### Signal wires on met1

(4 px per micron) Supply wires on this layer in gray. Cells faint in the background.
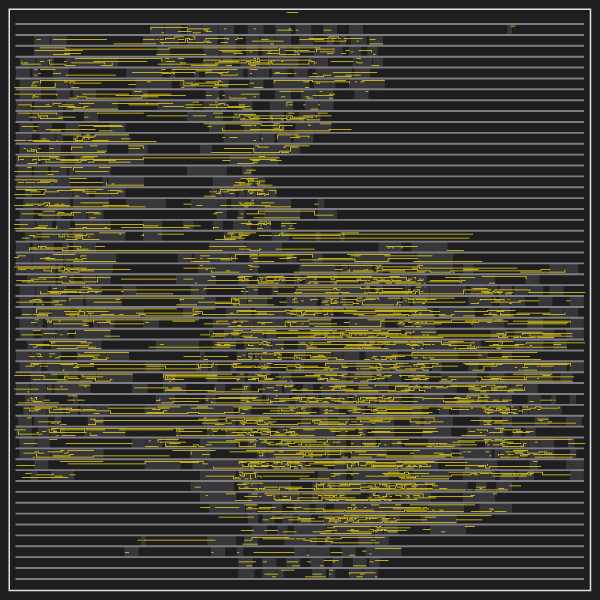
### Port wiring

(2 px per micron)
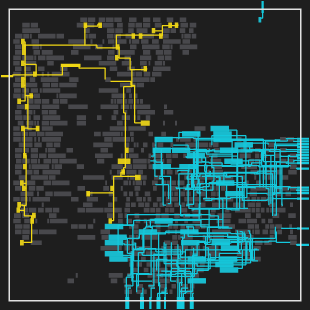
### Cell sizes after repair

(2 px per micron)
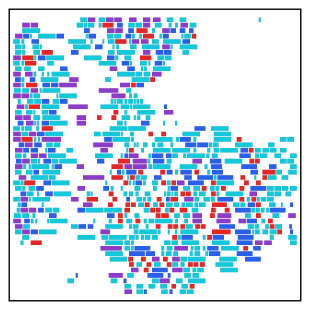
**config.mk**
```make
export PLATFORM = sky130hd
export DESIGN_NAME = regfile_wb_arbiter
export DESIGN_NICKNAME = d
export VERILOG_FILES = /design/src/rtl/regfile_pkg.sv /design/src/rtl/reg_scoreboard.sv /design/src/rtl/regfile_wb_arbiter.sv
export SDC_FILE = /design/constraint.sdc
export NUM_CORES = 1
export LEC_CHECK = 0
export ABC_AREA = 0
export CAP_MARGIN = 20
export CORE_UTILIZATION = 25
export CTS_BUF_LIST = sky130_fd_sc_hd__clkbuf_4 sky130_fd_sc_hd__clkbuf_8
export CTS_CLUSTER_SIZE = 30
export DETAILED_ROUTE_END_ITERATION = 10
export REMOVE_ABC_BUFFERS = 1
export SLEW_MARGIN = 20
export SYNTH_ARGS = -nofsm -noshare
export SYNTH_HDL_FRONTEND = slang
export SYNTH_SLANG_ARGS = --single-unit
```
**constraint.sdc**
```tcl
create_clock -name clk -period 4.4 [get_ports clk]
set_clock_uncertainty 0.1 [all_clocks]
set_input_delay 1.32 -clock clk [delete_from_list [all_inputs] [get_ports clk]]
set_output_delay 1.32 -clock clk [all_outputs]
set_load 0.02 [all_outputs]
```
**src/rtl/regfile_pkg.sv**
```systemverilog
`default_nettype none
// ============================================================================
//  Module      : regfile_pkg
//  Description : Shared sizes, arbiter state encoding and a one-hot decode
//                helper for the register-file writeback arbiter and its
//                busy scoreboard.
//  Revision    : 1.0 - initial release
// ============================================================================
package regfile_pkg;

    localparam int REG_ADDR_W = 5;
    localparam int XLEN       = 32;
    localparam int NUM_REGS   = 32;

    // Writeback arbiter states
    //   IDLE  : skid buffer empty, a slow result may be accepted
    //   HELD  : skid buffer full, fast path has priority
    //   FORCE : skid buffer full and starved, drains while the pipe stalls
    typedef enum logic [1:0] {
        IDLE  = 2'd0,
        HELD  = 2'd1,
        FORCE = 2'd2
    } arb_state_t;

    // One-hot decode of a register address into a register-wide mask.
    function automatic logic [NUM_REGS-1:0] reg_onehot(input logic [REG_ADDR_W-1:0] addr);
        logic [NUM_REGS-1:0] mask;
        mask       = '0;
        mask[addr] = 1'b1;
        return mask;
    endfunction

endpackage : regfile_pkg
`default_nettype wire

```
**src/rtl/reg_scoreboard.sv**
```systemverilog
`default_nettype none
// ============================================================================
//  Module      : reg_scoreboard
//  Description : Busy vector for registers with an outstanding slow write.
//                One set port, one clear port, three combinational lookups.
//  Ports       : clk, reset (async, active-high)
//                i_set_en / i_set_addr   - mark a register busy
//                i_clr_en / i_clr_addr   - mark a register free
//                i_look_{a,b,c}_addr     - lookup addresses
//                o_look_{a,b,c}_busy     - lookup results
//                o_busy_mask             - full busy vector
//  Revision    : 1.0 - initial release
// ============================================================================
module reg_scoreboard
    import regfile_pkg::*;
(
    input  logic                  clk,
    input  logic                  reset,
    input  logic                  i_set_en,
    input  logic [REG_ADDR_W-1:0] i_set_addr,
    input  logic                  i_clr_en,
    input  logic [REG_ADDR_W-1:0] i_clr_addr,
    input  logic [REG_ADDR_W-1:0] i_look_a_addr,
    input  logic [REG_ADDR_W-1:0] i_look_b_addr,
    input  logic [REG_ADDR_W-1:0] i_look_c_addr,
    output logic                  o_look_a_busy,
    output logic                  o_look_b_busy,
    output logic                  o_look_c_busy,
    output logic [NUM_REGS-1:0]   o_busy_mask
);

    localparam logic [NUM_REGS-1:0] c_X0_MASK = {{(NUM_REGS-1){1'b0}}, 1'b1};

    logic [NUM_REGS-1:0] r_busy;
    logic [NUM_REGS-1:0] w_set_mask;
    logic [NUM_REGS-1:0] w_clr_mask;
    logic [NUM_REGS-1:0] w_busy_next;

    always_comb begin
        w_set_mask  = i_set_en ? reg_onehot(i_set_addr) : '0;
        w_clr_mask  = i_clr_en ? reg_onehot(i_clr_addr) : '0;
        // Set is applied after clear so a re-issue to a register whose write
        // commits this cycle keeps it busy. x0 can never be busy.
        w_busy_next = ((r_busy & ~w_clr_mask) | w_set_mask) & ~c_X0_MASK;
    end

    always_ff @(posedge clk or posedge reset) begin
        if (reset) begin
            r_busy <= '0;
        end else begin
            r_busy <= w_busy_next;
        end
    end

    assign o_look_a_busy = r_busy[i_look_a_addr];
    assign o_look_b_busy = r_busy[i_look_b_addr];
    assign o_look_c_busy = r_busy[i_look_c_addr];
    assign o_busy_mask   = r_busy;

endmodule : reg_scoreboard
`default_nettype wire

```
**src/rtl/regfile_wb_arbiter.sv**
```systemverilog
`default_nettype none
// ============================================================================
//  Module      : regfile_wb_arbiter
//  Description : Sequences all writes into the single-write-port register
//                file. Arbitrates between the fast (ALU) writeback path and a
//                one-entry skid buffer holding a slow-unit result, tracks
//                pending slow destinations and raises stall on RAW/WAW
//                hazards and on forced slow drains.
//  Ports       : clk, reset (async, active-high)
//                rs1_addr, rs2_addr            - decode source operands
//                slow_issue_valid/rd           - slow op issue
//                fast_wb_valid/addr/data       - fast writeback request
//                slow_wb_valid/ready/addr/data - slow result handshake
//                rf_should_write/addr/data     - register-file write port
//                stall                         - freeze issue/decode + fast wb
//                busy_mask                     - pending slow destinations
//  Revision    : 1.0 - initial release
// ============================================================================
module regfile_wb_arbiter
    import regfile_pkg::*;
#(
    parameter int STARVE_LIMIT = 4,
    parameter int CNT_W        = 4
)(
    input  logic                  clk,
    input  logic                  reset,
    input  logic [REG_ADDR_W-1:0] rs1_addr,
    input  logic [REG_ADDR_W-1:0] rs2_addr,
    input  logic                  slow_issue_valid,
    input  logic [REG_ADDR_W-1:0] slow_issue_rd,
    input  logic                  fast_wb_valid,
    input  logic [REG_ADDR_W-1:0] fast_wb_addr,
    input  logic [XLEN-1:0]       fast_wb_data,
    input  logic                  slow_wb_valid,
    output logic                  slow_wb_ready,
    input  logic [REG_ADDR_W-1:0] slow_wb_addr,
    input  logic [XLEN-1:0]       slow_wb_data,
    output logic                  rf_should_write,
    output logic [REG_ADDR_W-1:0] rf_write_addr,
    output logic [XLEN-1:0]       rf_write_data,
    output logic                  stall,
    output logic [NUM_REGS-1:0]   busy_mask
);

    localparam logic [CNT_W-1:0] c_STARVE = CNT_W'(STARVE_LIMIT);

    arb_state_t            r_state;
    logic [REG_ADDR_W-1:0] r_buf_addr;
    logic [XLEN-1:0]       r_buf_data;
    logic [CNT_W-1:0]      r_cnt;

    logic                  w_accept;
    logic                  w_commit_slow;
    logic                  w_fast_go;
    logic                  w_stall;
    logic                  w_rs1_busy;
    logic                  w_rs2_busy;
    logic                  w_fast_busy;
    logic                  w_issue_waw;
    logic                  w_set_en;
    logic [CNT_W-1:0]      w_cnt_inc;
    logic [NUM_REGS-1:0]   w_busy;

    reg_scoreboard u_scoreboard (
        .clk           (clk),
        .reset         (reset),
        .i_set_en      (w_set_en),
        .i_set_addr    (slow_issue_rd),
        .i_clr_en      (w_commit_slow),
        .i_clr_addr    (r_buf_addr),
        .i_look_a_addr (rs1_addr),
        .i_look_b_addr (rs2_addr),
        .i_look_c_addr (fast_wb_addr),
        .o_look_a_busy (w_rs1_busy),
        .o_look_b_busy (w_rs2_busy),
        .o_look_c_busy (w_fast_busy),
        .o_busy_mask   (w_busy)
    );

    always_comb begin
        w_accept      = slow_wb_valid & (r_state == IDLE);
        // The buffer owns the port whenever it is forced, or when it is held
        // and the fast path has nothing to write.
        w_commit_slow = (r_state == FORCE) | ((r_state == HELD) & ~fast_wb_valid);
        // A slow issue to a register whose pending write commits this very
        // cycle is not a WAW hazard: the old value lands first and the new
        // busy bit survives the clear.
        w_issue_waw   = slow_issue_valid & w_busy[slow_issue_rd] &
                        ~(w_commit_slow & (r_buf_addr == slow_issue_rd));
        w_stall       = (r_state == FORCE) | w_rs1_busy | w_rs2_busy |
                        (fast_wb_valid & w_fast_busy) | w_issue_waw;
        w_fast_go     = fast_wb_valid & ~w_stall;
        w_set_en      = slow_issue_valid & ~w_stall & (slow_issue_rd != '0);
        w_cnt_inc     = r_cnt + 1'b1;
    end

    // Register-file port: combinational within the cycle, the file latches
    // on the falling edge.
    always_comb begin
        rf_write_addr = '0;
        rf_write_data = '0;
        if (w_commit_slow) begin
            rf_write_addr = r_buf_addr;
            rf_write_data = r_buf_data;
        end else if (w_fast_go) begin
            rf_write_addr = fast_wb_addr;
            rf_write_data = fast_wb_data;
        end
        rf_should_write = (w_commit_slow | w_fast_go) & (rf_write_addr != '0);
    end

    always_ff @(posedge clk or posedge reset) begin
        if (reset) begin
            r_state    <= IDLE;
            r_buf_addr <= '0;
            r_buf_data <= '0;
            r_cnt      <= '0;
        end else begin
            case (r_state)
                IDLE: begin
                    if (w_accept) begin
                        r_state    <= HELD;
                        r_buf_addr <= slow_wb_addr;
                        r_buf_data <= slow_wb_data;
                        r_cnt      <= '0;
                    end
                end
                HELD: begin
                    // Any fast request takes priority over the buffer, even
                    // one held by a stall; each such cycle counts as a loss.
                    if (fast_wb_valid) begin
                        r_cnt <= w_cnt_inc;
                        if (w_cnt_inc == c_STARVE) begin
                            r_state <= FORCE;
                        end
                    end else begin
                        r_state <= IDLE;
                    end
                end
                FORCE: begin
                    r_state <= IDLE;
                end
                default: begin
                    r_state <= IDLE;
                end
            endcase
        end
    end

    assign slow_wb_ready = (r_state == IDLE);
    assign stall         = w_stall;
    assign busy_mask     = w_busy;

endmodule : regfile_wb_arbiter
`default_nettype wire

```
==> flow_summary.json <==
{
  "run_status": "finished with violations",
  "violations": "negative setup slack",
  "critical_path_required_ps": 2980,
  "setup_viol": 39,
  "clockBufferDepth": 2,
  "chipArea_sq_um": 21000,
  "n_fill_cell": 1852,
  "dr_wl_met3_microns": 1550,
  "p_clk_share_pct": 13.5,
  "hold_depth": 1,
  "cts_resized": 413,
  "p_leak_nw": 3.48,
  "synth-adder-area-share_pct": 0.490,
  "fin_util_pct": 43.2,
  "grt.total_usage_pct": 19.0,
  "diodes": 0,
  "die_w_microns": 145,
  "drt_iter0_markers": 358,
  "finalWorstSetupSlack_ps": -574,
  "clock-sinks": 74,
  "taps": 265,
  "synth_area_sq_um": 5110,
  "rrSetupSlack_ps": 1050,
  "crit_buf_inv": 6,
  "synth.mux.area_fraction_pct": 22.2,
  "crit_end": "rf_write_data[23]",
  "gp_congestion": 0.847,
  "p_seq_share_pct": 26.3,
  "crit_type": "primary input to primary output",
  "hold_path_class": "register to register",
  "use_met1_pct": 25.7,
  "die_h_microns": 145,
  "path_depth": 12,
  "crit_start": "slow_issue_rd[4]",
  "simple_gate_area_share_pct": 15.7,
  "clk_pin_slew_ps": 70,
  "cts_hold_buffers": 0
}
## Picture notes: 'Signal wires on met1'
nets with wire on the layer	726
share of all routed wire	44%
longest straight run	54.3 microns
wire length on this layer	8,950 microns

## Picture notes: 'Port wiring'
port	color	bits	direction	end cells	buffers	wire
`busy_mask`	cyan	32	output	32	37	3,490 microns
`fast_wb_valid`	yellow	1	input	40	2	503 microns
IO Pins: 166
IO Port Bufs: 164

## Picture notes: 'Cell sizes after repair'
size	color	cells
_2 cells	blue	120
_6 and larger	purple	90
_3 and _4 cells	red	102
_0 and _1 cells	cyan	434
Final Instance Area: 8520 sq um
final worst setup slack: -574 ps
post-synthesis to final-layout area growth: 66.8%

-- flip-flops by register name, summed over array words and instances (netlist names) --
name	flops
r_state	2
r_cnt	4
r_buf_addr	5
u_scoreboard.o_busy_mask	31
r_buf_data	32
-- Yosys cell counts (2+ instances only) --
| library cell | n | area share [%] |
|---|---|---|
| a2111oi_0 | 2 | 0.34 |
| a21o_1 | 2 | 0.29 |
| a221oi_1 | 3 | 0.51 |
| a32oi_1 | 2 | 0.34 |
| buf_1 | 3 | 0.22 |
| buf_2 | 6 | 0.59 |
| buf_4 | 5 | 0.73 |
| buf_6 | 9 | 2.0 |
| clkbuf_1 | 24 | 1.8 |
| dfrtp_1 | 74 | 36 |
| ha_1 | 2 | 0.49 |
| inv_1 | 5 | 0.37 |
| mux2_2 | 44 | 9.7 |
| mux2i_1 | 22 | 4.3 |
| mux4_2 | 18 | 7.9 |
| nand2_1 | 48 | 3.5 |
| nand2b_1 | 4 | 0.49 |
| nand3_1 | 45 | 4.4 |
| nand3b_1 | 8 | 1.2 |
| nand4_1 | 3 | 0.37 |
| nand4b_1 | 2 | 0.34 |
| nor2_1 | 9 | 0.66 |
| nor2b_1 | 8 | 0.98 |
| nor3_1 | 3 | 0.29 |
| nor3b_1 | 5 | 0.73 |
| nor4_1 | 2 | 0.24 |
| o21ai_0 | 76 | 7.4 |
| o22ai_1 | 8 | 0.98 |
| o41ai_1 | 17 | 2.9 |
| o41ai_2 | 14 | 4.5 |
| or2_2 | 2 | 0.24 |
| or3_1 | 3 | 0.37 |
| or3b_1 | 3 | 0.51 |
| or3b_2 | 2 | 0.34 |
| xnor2_1 | 2 | 0.34 |
| xor2_1 | 4 | 0.69 |
